**Run 1: routing congestion**

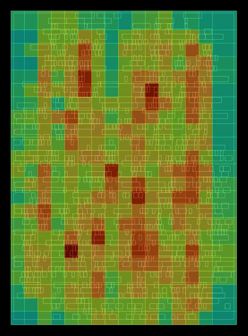
**Run 1: sequential cells colored by netlist name**

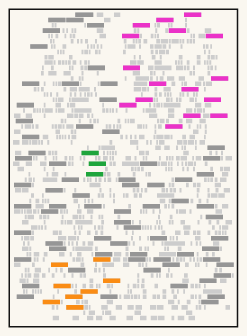
**Run 1: floorplan with the power grid**

Pins as bars on the die edge. Tap cells in gray.
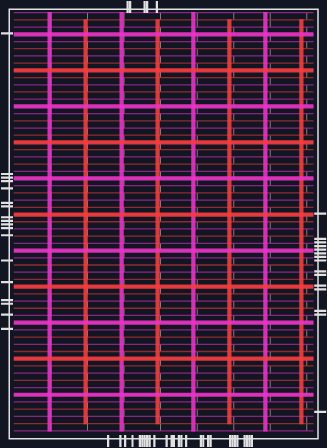
<file path="src/rtl/err_inject_sequencer_pkg.sv">
// err_inject_sequencer_pkg: shared state encoding and default widths for the error-injection sequencer
package err_inject_sequencer_pkg;
    localparam int ERR_CTRL_W = 1;
    localparam int DLY_W_DEF  = 16;
    localparam int LEN_W_DEF  = 8;
    localparam int CNT_W_DEF  = 8;
    typedef enum logic [2:0] {IDLE, ARMED, DELAY, INJECT, GAP} state_t;
endpackage

</file>
<file path="src/rtl/err_inject_sequencer_down_counter.sv">
// err_inject_sequencer_down_counter: loadable down-counter that stops at zero and flags it
module err_inject_sequencer_down_counter #(
    parameter int W = 16
) (
    input  logic         clk,
    input  logic         rst_n,
    input  logic         load,
    input  logic         en,
    input  logic [W-1:0] value,
    output logic         zero
);
    logic [W-1:0] cnt;
    // load wins over decrement; decrement halts at zero so the count never wraps
    always_ff @(posedge clk or negedge rst_n) begin
        if (!rst_n) cnt <= '0;
        else if (load) cnt <= value;
        else if (en && cnt != '0) cnt <= cnt - W'(1);
    end
    assign zero = (cnt == '0);
endmodule

</file>
<file path="src/rtl/err_inject_sequencer.sv">
// err_inject_sequencer: timed burst generator driving the err_ctrl bus of the error splitter
module err_inject_sequencer
    import err_inject_sequencer_pkg::*;
#(
    parameter int CTRL_W = ERR_CTRL_W,
    parameter int DLY_W  = DLY_W_DEF,
    parameter int LEN_W  = LEN_W_DEF,
    parameter int CNT_W  = CNT_W_DEF
) (
    input  logic              clk,
    input  logic              rst_n,
    input  logic              cfg_valid,
    output logic              cfg_ready,
    input  logic [DLY_W-1:0]  cfg_delay,
    input  logic [LEN_W-1:0]  cfg_len,
    input  logic [DLY_W-1:0]  cfg_gap,
    input  logic [CNT_W-1:0]  cfg_repeat,
    input  logic [CTRL_W-1:0] cfg_mask,
    input  logic              start,
    input  logic              abort,
    output logic [CTRL_W-1:0] err_ctrl,
    output logic              busy,
    output logic              done,
    output logic [CNT_W-1:0]  inj_count
);
    state_t state, state_n;
    logic [DLY_W-1:0]  delay_r, gap_r, eff_delay;
    logic [LEN_W-1:0]  len_r, eff_len, len_sel;
    logic [CNT_W-1:0]  rep_r, rem, eff_rep, inj_base, inj_n;
    logic [CTRL_W-1:0] mask_r, eff_mask, err_n;
    logic hs, go, len_end, more, burst_start, dg_zero, len_zero, dg_load;
    logic busy_n, done_n, ready_n;

    // a config offered in the same cycle as start is the one that start uses
    assign hs        = cfg_valid && (state == IDLE || state == ARMED) && !abort;
    assign go        = start && state == ARMED && !abort;
    assign eff_delay = hs ? cfg_delay : delay_r;
    assign eff_len   = hs ? cfg_len : len_r;
    assign eff_rep   = hs ? cfg_repeat : rep_r;
    assign eff_mask  = hs ? cfg_mask : mask_r;
    assign len_end   = state == INJECT && len_zero;
    assign more      = rep_r == '0 || rem != CNT_W'(1);
    assign burst_start = state_n == INJECT && (state != INJECT || len_end);
    assign dg_load   = (go && eff_delay != '0) || (len_end && more && gap_r != '0);
    assign len_sel   = go ? eff_len : len_r;

    err_inject_sequencer_down_counter #(.W(DLY_W)) u_dg_cnt (
        .clk   (clk),
        .rst_n (rst_n),
        .load  (dg_load),
        .en    (state == DELAY || state == GAP),
        .value (go ? eff_delay - DLY_W'(1) : gap_r - DLY_W'(1)),
        .zero  (dg_zero)
    );

    err_inject_sequencer_down_counter #(.W(LEN_W)) u_len_cnt (
        .clk   (clk),
        .rst_n (rst_n),
        .load  (burst_start),
        .en    (state == INJECT),
        .value (len_sel == '0 ? '0 : len_sel - LEN_W'(1)),
        .zero  (len_zero)
    );

    // state and registered outputs
    always_ff @(posedge clk or negedge rst_n) begin
        if (!rst_n) begin
            state     <= IDLE;
            err_ctrl  <= '0;
            busy      <= 1'b0;
            done      <= 1'b0;
            cfg_ready <= 1'b1;
            inj_count <= '0;
        end else begin
            state     <= state_n;
            err_ctrl  <= err_n;
            busy      <= busy_n;
            done      <= done_n;
            cfg_ready <= ready_n;
            inj_count <= inj_n;
        end
    end

    // next-state decision; abort overrides every other input
    always_comb begin
        state_n = state;
        if (abort) state_n = IDLE;
        else begin
            case (state)
                IDLE:    state_n = hs ? ARMED : IDLE;
                ARMED:   state_n = go ? (eff_delay == '0 ? INJECT : DELAY) : ARMED;
                DELAY:   state_n = dg_zero ? INJECT : DELAY;
                INJECT:  state_n = !len_end ? INJECT : !more ? ARMED : gap_r != '0 ? GAP : INJECT;
                GAP:     state_n = dg_zero ? INJECT : GAP;
                default: state_n = IDLE;
            endcase
        end
    end

    // output values for the coming cycle, derived from the next state
    always_comb begin
        err_n    = state_n == INJECT ? eff_mask : '0;
        busy_n   = state_n == DELAY || state_n == INJECT || state_n == GAP;
        done_n   = len_end && !more && !abort;
        ready_n  = state_n == IDLE || state_n == ARMED;
        inj_base = hs ? '0 : inj_count;
        inj_n    = burst_start && inj_base != '1 ? inj_base + CNT_W'(1) : inj_base;
    end

    // latched profile and remaining-burst count; abort forgets the profile
    always_ff @(posedge clk or negedge rst_n) begin
        if (!rst_n) begin
            delay_r <= '0;
            len_r   <= '0;
            gap_r   <= '0;
            rep_r   <= '0;
            mask_r  <= '0;
            rem     <= '0;
        end else begin
            if (abort) begin
                delay_r <= '0;
                len_r   <= '0;
                gap_r   <= '0;
                rep_r   <= '0;
                mask_r  <= '0;
            end else if (hs) begin
                delay_r <= cfg_delay;
                len_r   <= cfg_len;
                gap_r   <= cfg_gap;
                rep_r   <= cfg_repeat;
                mask_r  <= cfg_mask;
            end
            if (go) rem <= eff_rep;
            else if (len_end && rep_r != '0) rem <= rem - CNT_W'(1);
        end
    end
endmodule

</file>
<file path="config.mk">
export PLATFORM = sky130hd
export DESIGN_NAME = err_inject_sequencer
export DESIGN_NICKNAME = d
export VERILOG_FILES = /design/src/rtl/err_inject_sequencer_pkg.sv /design/src/rtl/err_inject_sequencer_down_counter.sv /design/src/rtl/err_inject_sequencer.sv
export SDC_FILE = /design/constraint.sdc
export NUM_CORES = 1
export LEC_CHECK = 0
export ABC_AREA = 1
export CELL_PAD_IN_SITES_DETAIL_PLACEMENT = 0
export CELL_PAD_IN_SITES_GLOBAL_PLACEMENT = 1
export CORE_ASPECT_RATIO = 1.4
export CORE_UTILIZATION = 35
export CTS_CLUSTER_DIAMETER = 40
export DETAILED_ROUTE_END_ITERATION = 8
export GPL_TIMING_DRIVEN = 0
export PLACE_DENSITY_LB_ADDON = 0.1
export SYNTH_ARGS = -nofsm -noshare
export SYNTH_HDL_FRONTEND = slang
export SYNTH_HIERARCHICAL = 1
export SYNTH_SLANG_ARGS = --single-unit
</file>
<file path="constraint.sdc">
create_clock -name clk -period 5.57 [get_ports clk]
set_input_delay 1.3925 -clock clk [delete_from_list [all_inputs] [get_ports clk]]
set_output_delay 1.3925 -clock clk [all_outputs]
set_load 0.01 [all_outputs]
</file>
==> metrics.json, run 1 <==
{
  "status": "finished, final reports clean",
  "postSynthAreaPerCell_um2": 7.33,
  "p_int_uw": 1560,
  "regToRegSetupSlack_ns": 1.91,
  "worst_path_dominant_cell_family": "buffers and inverters",
  "post_drt_via_cell_ratio": 4.81,
  "final_layout_size_suffix_gt1_frac": 0.118,
  "worstPathArrival_ns": 4.59,
  "post_dp_cell_area_um2": 7330,
  "cts_tree": "built",
  "area_delta_synth_final_pct": 20.2,
  "critical_path_max_stage_delay_ns": 0.52,
  "setup_buffers_after_cts": 0,
  "synthesis.yosys.warnings": 6,
  "max_cap_violations": 0,
  "worst_case_hold_path_end_point": "rem[0]$_DFFE_PN0P_",
  "worstSetupEndpointType": "flip-flop",
  "numClockSinks": 96,
  "detailroute.wirelength.met3_um": 538,
  "drtIter0Drc": 257,
  "antenna_cells": 0,
  "pwr-share-seq": 0.373,
  "setup-violations-final": 0,
  "rsz0062_at_grt": "false",
  "layout.cell_area.non_filler_um2": 7640,
  "dpl_worst_slack_ns": 0.897,
  "numPlacedInstances": 1173,
  "leakagePower_uw": 0.00372,
  "critical_path_required_ns": 5.87,
  "timing.critical_path.mode_cell": "nand2_1",
  "seq_share": 0.314,
  "layout.area.comb_um2": 3380,
  "clock_pin_slew_on_the_worst_setup_and_hold_paths_ns": 0.08,
  "crit_slowest_cell": "clkdlybuf4s50_1",
  "layout_top_registers": "delay_r (16), gap_r (16), u_dg_cnt/cnt (16)",
  "tap-cell-count": 240,
  "critical_path_peak_fanout": 10,
  "first_pass_grt_wire_length_um": 30200,
  "post-synth-top-area-cell": "dfrtp_1",
  "worst_r2r_startpoint": "u_dg_cnt/cnt[0]$_DFFE_PN0P_",
  "worstRegToRegCells": 20,
  "nFillCells": 1921,
  "yosys_most_used_dff": "dfrtp_1",
  "wl_um": 18400,
  "grt_max_degree": 62,
  "clock_power_share": 0.267,
  "fp_nets": 930,
  "ys_chip_area_um2": 6360,
  "placementRows": 58,
  "ctsRootBufferMaster": "clkbuf_16",
  "htree_num_levels": 3,
  "gate_power_share": 0.360,
  "nNetsFinal": 1006,
  "layout.sequential_cells": 96,
  "yosys_cells": 868,
  "initial_utilization": 0.356,
  "proportion_of_synthesized_flip_flops_having_asynchronous_set_or_reset": 1.00,
  "layoutNonFillerInstCount": 1189,
  "grt_remaining_overflow": 0,
  "common_cells": "nand2_1, dfrtp_1, inv_1, nor2_1, nand3_1",
  "yosysUniqueCellTypes": 55,
  "clock_cell_area_share": 0.0416,
  "routedLengthMet1_um": 8160,
  "track_usage": 0.212,
  "critical_path.startpoint_type": "primary input",
  "slew-limit-headroom": 0.594,
  "hold-worst-slack_ns": 0.502,
  "lay_top_cells": "nand2_1, inv_1, dfrtp_1",
  "startpoint_of_the_lowest_slack_hold_path": "rem[0]$_DFFE_PN0P_",
  "instance_tally_after_logic_synthesis": 868,
  "max_rail_drop_vdd_uv": 142,
  "clockBufferCount": 9
}
Back to the opening pictures, 'routing congestion':
grt peak-use layer: met2
routing usage on met1: 0.261
GR met3 Demand/Resource: 0.0296
final standard cell utilization of the core: 0.428

Back to the opening pictures, 'sequential cells colored by netlist name':
| color | name in the netlist | sequential cells |
|---|---|---|
| green | state | 3 |
| orange | rep_r | 8 |
| magenta | u_dg_cnt/cnt | 16 |
not colored: 69

Back to the opening pictures, 'floorplan with the power grid':
| color | net |
|---|---|
| red | VDD |
| magenta | VSS |
met4 straps: 8
tap cells: 240
met1 rails: 59
chip height: 161 um
width of the die: 116 um

run 1: cell families (layout without fill, tap and decap cells):
group                      Yosys count  after routing  share of synthesized area
buffers and inverters              133            214                     0.0907
AOI/OAI and AO/OA                  112            112                     0.0999
adders and majority gates            8              8                     0.0157
muxes                                3              3                    0.00472
DFF                                 96             96                      0.378
xor gates and xnor gates            28             28                     0.0397
and+or+nand+nor                    488            488                      0.371
run 1: power groups by stage:
stage          Clock, uW  Combinational, uW  Sequential [uW]
6_report             693                937              969
3_3_place_gp           0                944              982
2_1_floorplan          0                729              944
4_1_cts              714                949              969
5_1_grt              737               1080              990
3_5_place_dp           0                945              982
==> inputs of run 2 (changes only) <==
==> constraint.sdc (replaced) <==
create_clock -name clk -period 4.3 [get_ports clk]
set_input_delay 1.075 -clock clk [delete_from_list [all_inputs] [get_ports clk]]
set_output_delay 1.075 -clock clk [all_outputs]
set_load 0.01 [all_outputs]
**Run 2: sequential cells colored by netlist name**

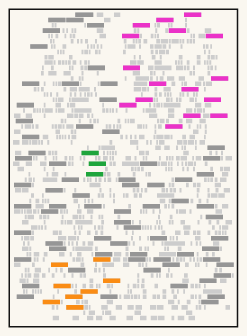
| color | name in the netlist | sequential cells |
|---|---|---|
| magenta | u_dg_cnt/cnt | 16 |
| green | state | 3 |
| orange | rep_r | 8 |
not colored: 69

==> run 2 against run 1 <==
Die area is the same. Utilization stayed put. Combinational power increased by 29%. Sequential share of layout area unchanged. Register-to-register slack lost 1.3 ns. Sequential power is about 30% higher. Synthesized area unchanged. Largest power group unchanged.
==> metrics.json, run 2 <==
{
  "lay_top_cells": {"value": "nand2_1, inv_1, dfrtp_1", "change": "unchanged"},
  "yosysUniqueCellTypes": {"value": 55, "change": "unchanged"},
  "power.largest_group": {"value": "sequential cells", "change": "unchanged"},
  "instance_tally_after_logic_synthesis": {"value": 868, "change": "unchanged"},
  "final_layout_size_suffix_gt1_frac": {"value": 0.118, "change": "unchanged"},
  "common_cells": {"value": "nand2_1, dfrtp_1, inv_1, nor2_1, nand3_1", "change": "unchanged"},
  "setup_buffers_after_cts": {"value": 0, "change": "unchanged"},
  "post_synth_fa_ha_maj_area_fraction": {"value": 0.0157, "change": "unchanged"},
  "gate_power_share": {"value": 0.360, "change": "about the same"},
  "initial_utilization": {"value": 0.356, "change": "unchanged"},
  "dpl_worst_slack": {"value": -0.0556, "unit": "ns", "change": "was 0.897 ns"},
  "synth-simple-area-share": {"value": 0.371, "change": "unchanged"},
  "regToRegSetupSlack": {"value": 0.64, "unit": "ns", "change": "was 1.91 ns"},
  "grt_max_degree": {"value": 62, "change": "unchanged"},
  "layout.cell_area.non_filler": {"value": 7640, "unit": "um^2", "change": "unchanged"},
  "post_synth_xor_xnor_area": {"value": 0.0397, "change": "unchanged"},
  "mux_area_frac": {"value": 0.00472, "change": "unchanged"},
  "die_h": {"value": 161, "unit": "um", "change": "unchanged"},
  "tap-cell-count": {"value": 240, "change": "unchanged"},
  "worstSetupEndpointType": {"value": "flip-flop", "change": "unchanged"},
  "worst_case_hold_path_end_point": {"value": "rem[0]$_DFFE_PN0P_", "change": "unchanged"},
  "worst_r2r_startpoint": {"value": "u_dg_cnt/cnt[0]$_DFFE_PN0P_", "change": "unchanged"},
  "clock_pin_slew_on_the_worst_setup_and_hold_paths": {"value": 0.08, "unit": "ns", "change": "about the same"},
  "p_int": {"value": 2020, "unit": "uW", "change": "was 1560 uW"},
  "layout_top_registers": {"value": "delay_r (16), gap_r (16), u_dg_cnt/cnt (16)", "change": "unchanged"},
  "hold-worst-slack": {"value": 0.502, "unit": "ns", "change": "unchanged"},
  "cts_tree": {"value": "built", "change": "unchanged"},
  "max_rail_drop_vdd": {"value": 184, "unit": "uV", "change": "was 142 uV"},
  "status": {"value": "finished, final reports clean", "change": "unchanged"},
  "synth.cellmix.compoundShare": {"value": 0.0999, "change": "unchanged"},
  "synthesis.yosys.warnings": {"value": 6, "change": "unchanged"},
  "pwr-share-seq": {"value": 0.373, "change": "about the same"},
  "crit_slowest_cell": {"value": "clkdlybuf4s50_1", "change": "unchanged"},
  "numClockSinks": {"value": 96, "change": "unchanged"},
  "clock_power_share": {"value": 0.267, "change": "about the same"},
  "setup-violations-final": {"value": 0, "change": "unchanged"},
  "nFillCells": {"value": 1921, "change": "unchanged"},
  "leakagePower": {"value": 0.00372, "unit": "uW", "change": "unchanged"},
  "routedLengthMet1": {"value": 8160, "unit": "um", "change": "unchanged"},
  "pg_seq": {"value": 1260, "unit": "uW", "change": "was 969 uW"},
  "worstRegToRegCells": {"value": 20, "change": "unchanged"}
}
[run 2: cell counts in the layout (fill, tap and decap cells not counted)]
No cell type changed its count.
[run 2: worst max path at each step]
stage               startpoint                           end  slack (ns)  depth (start not counted)
CTS                      abort        inj_count[0]$_DFF_PN0_        0.30                         18
detailed placement       abort        inj_count[5]$_DFF_PN0_       -0.06                         18
floorplan            cfg_valid        inj_count[0]$_DFF_PN0_        1.10                         17
finish                   abort        inj_count[0]$_DFF_PN0_        0.32                         18
global placement         rst_n  u_len_cnt/cnt[2]$_DFFE_PN0P_       -2.00                          1
global route             abort  u_len_cnt/cnt[2]$_DFFE_PN0P_        0.01                         20
[run 2: per-layer routing]
metal	GRT usage	vias up
li1	-	2956
met1	0.261	2667
met2	0.380	85
met3	0.0296	15
met4	0.0554	0
met5	0	-
**Run 2: routing congestion**

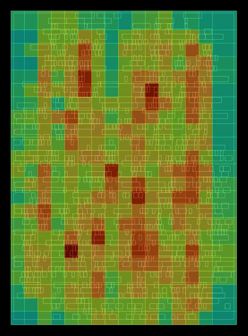

==> inputs of run 3 (changes only) <==
--- a/config.mk
+++ b/config.mk
@@ -14,6 +14,7 @@
 export DETAILED_ROUTE_END_ITERATION = 8
 export GPL_TIMING_DRIVEN = 0
 export PLACE_DENSITY_LB_ADDON = 0.1
+export SETUP_SLACK_MARGIN = 0.05
 export SYNTH_ARGS = -nofsm -noshare
 export SYNTH_HDL_FRONTEND = slang
 export SYNTH_HIERARCHICAL = 1
**Run 3: routing congestion**

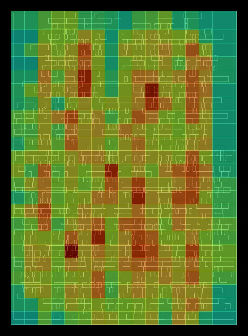
global router's overall resource usage: 0.212
wire per inst: 15.5 um
met2 GRT Util: 0.380
final standard cell utilization of the core: 0.428

==> run 3 against run 2 <==
Highest routed layer unchanged. Critical path depth grew 2. Synthesized cell count is the same. Setup slack gained 0.21 ns. Design area is essentially flat. Sequential power is essentially flat. Clock-buffer cell count is the same. Critical endpoint is now u_len_cnt/cnt[3]$_DFFE_PN0P_.
==> metrics.json, run 3 <==
{
  "crit_slowest_cell": {"value": "clkdlybuf4s50_1", "change": "unchanged"},
  "die-width": {"value": 116, "unit": "um", "change": "unchanged"},
  "worstSetupEndpointType": {"value": "flip-flop", "change": "unchanged"},
  "instance_tally_after_logic_synthesis": {"value": 868, "change": "unchanged"},
  "dpl_worst_slack": {"value": -0.0556, "unit": "ns", "change": "unchanged"},
  "ctsRootBufferMaster": {"value": "clkbuf_16", "change": "unchanged"},
  "yosysUniqueCellTypes": {"value": 55, "change": "unchanged"},
  "max_cap_violations": {"value": 0, "change": "unchanged"},
  "critical_path_required": {"value": 4.56, "unit": "ns", "change": "was 4.60 ns"},
  "hold-worst-slack": {"value": 0.502, "unit": "ns", "change": "about the same"},
  "cp_launch_point": {"value": "abort", "change": "unchanged"},
  "clock_pin_slew_on_the_worst_setup_and_hold_paths": {"value": 0.08, "unit": "ns", "change": "about the same"},
  "numClockSinks": {"value": 96, "change": "unchanged"},
  "synthesis.yosys.warnings": {"value": 6, "change": "unchanged"},
  "common_cells": {"value": "nand2_1, dfrtp_1, inv_1, nor2_1, nand3_1", "change": "unchanged"},
  "clk-power": {"value": 900, "unit": "uW", "change": "was 898 uW"},
  "yosys_cells": {"value": 868, "change": "unchanged"},
  "lay_top_cells": {"value": "nand2_1, inv_1, dfrtp_1", "change": "unchanged"},
  "p_int": {"value": 2020, "unit": "uW", "change": "about the same"},
  "postSynthAreaPerCell": {"value": 7.33, "unit": "um^2", "change": "unchanged"},
  "grt.met3_usage": {"value": 0.0296, "change": "unchanged"},
  "worst_path_dominant_cell_family": {"value": "simple AND/OR/NAND/NOR gates", "change": "was buffers and inverters"},
  "combinationalPower": {"value": 1210, "unit": "uW", "change": "about the same"},
  "numPlacedInstances": {"value": 1173, "change": "unchanged"},
  "nNetsFinal": {"value": 1005, "change": "was 1006"},
  "cts.hold.buffers_added": {"value": 0, "change": "unchanged"},
  "layout_top_registers": {"value": "delay_r (16), gap_r (16), u_dg_cnt/cnt (16)", "change": "unchanged"},
  "area_delta_synth_final": {"value": 20.1, "unit": "%", "change": "was 20.2%"},
  "proportion_of_synthesized_flip_flops_having_asynchronous_set_or_reset": {"value": 1.00, "change": "unchanged"},
  "cts_tree": {"value": "built", "change": "unchanged"},
  "post-synth-top-area-cell": {"value": "dfrtp_1", "change": "unchanged"},
  "worst_case_hold_path_end_point": {"value": "rem[0]$_DFFE_PN0P_", "change": "unchanged"},
  "worstPathArrival": {"value": 4.02, "unit": "ns", "change": "was 4.28 ns"},
  "critical_path.startpoint_type": {"value": "primary input", "change": "unchanged"},
  "gate_power_share": {"value": 0.360, "change": "about the same"},
  "setup_buffers_after_cts": {"value": 0, "change": "unchanged"},
  "final_hold_violating_endpoints": {"value": 0, "change": "unchanged"},
  "cp-endpoint": {"value": "u_len_cnt/cnt[3]$_DFFE_PN0P_", "change": "was inj_count[0]$_DFF_PN0_"},
  "critical_path_max_stage_delay": {"value": 0.46, "unit": "ns", "change": "was 0.52 ns"},
  "final_layout_size_suffix_gt1_frac": {"value": 0.119, "change": "was 0.118"},
  "leakagePower": {"value": 0.00372, "unit": "uW", "change": "about the same"},
  "initial_utilization": {"value": 0.356, "change": "unchanged"},
  "drtIter0Drc": {"value": 249, "change": "was 257"},
  "startpoint_of_the_lowest_slack_hold_path": {"value": "rem[0]$_DFFE_PN0P_", "change": "unchanged"},
  "grt_max_degree": {"value": 62, "change": "unchanged"},
  "worst_r2r_startpoint": {"value": "u_dg_cnt/cnt[0]$_DFFE_PN0P_", "change": "unchanged"},
  "grt-busiest-layer": {"value": "met2", "change": "unchanged"},
  "layoutNonFillerInstCount": {"value": 1188, "change": "was 1189"},
  "power.largest_group": {"value": "sequential cells", "change": "unchanged"},
  "layout.cell_area.non_filler": {"value": 7640, "unit": "um^2", "change": "about the same"},
  "max_rail_drop_vdd": {"value": 184, "unit": "uV", "change": "about the same"},
  "htree_num_levels": {"value": 3, "change": "unchanged"},
  "first_pass_iters": {"value": 5, "change": "was 4"},
  "pg_seq": {"value": 1260, "unit": "uW", "change": "about the same"},
  "placementRows": {"value": 58, "change": "unchanged"},
  "clock_power_share": {"value": 0.267, "change": "about the same"},
  "critical_path_peak_fanout": {"value": 10, "change": "unchanged"},
  "detail_route.drc_violations": {"value": 0, "change": "unchanged"},
  "grt_remaining_overflow": {"value": 0, "change": "unchanged"},
  "first_pass_grt_wire_length": {"value": 30200, "unit": "um", "change": "unchanged"},
  "setup-violations-final": {"value": 0, "change": "unchanged"},
  "post_dp_cell_area": {"value": 7330, "unit": "um^2", "change": "unchanged"},
  "worstRegToRegCells": {"value": 21, "change": "was 20"},
  "count_of_cell_instances_traversed_by_the_critical_path": {"value": 20, "change": "was 18"},
  "hold-path-cell-count": {"value": 1, "change": "unchanged"},
  "die_h": {"value": 161, "unit": "um", "change": "unchanged"},
  "slew-limit-headroom": {"value": 0.590, "change": "was 0.594"},
  "status": {"value": "finished, final reports clean", "change": "unchanged"},
  "fp_nets": {"value": 930, "change": "unchanged"},
  "groute.layer.met1.usage": {"value": 0.261, "change": "unchanged"},
  "rsz0062_at_grt": {"value": "false", "change": "unchanged"},
  "post_drt_via_cell_ratio": {"value": 4.83, "change": "was 4.81"}
}
run 3: cell counts after synthesis:
No cell type changed its count.
run 3: area by class of cell:
class,instances,area (um^2),share of cell area
timing repair buffer,65,666,0.0871
inverter,104,397,0.0519
clock buffer,9,225,0.0295
clock inverter,7,92.6,0.0121
buffer,28,178,0.0233
tap,240,300,0.0393
sequential,96,2400,0.315
multi-input combinational,639,3380,0.442
run 3: cells by family (layout without fill, tap and decap cells):
group / Yosys count / in the layout / share of synthesized area
buffers and inverters: 133 / 213 / 0.0907
XOR/XNOR: 28 / 28 / 0.0397
AND/OR/NAND/NOR: 488 / 488 / 0.371
flip-flops: 96 / 96 / 0.378
AND-OR/OR-AND: 112 / 112 / 0.0999
multiplexers: 3 / 3 / 0.00472
adder cells (fa/ha/maj): 8 / 8 / 0.0157
No activity file was given, so power comes from the tool's default toggle rates.
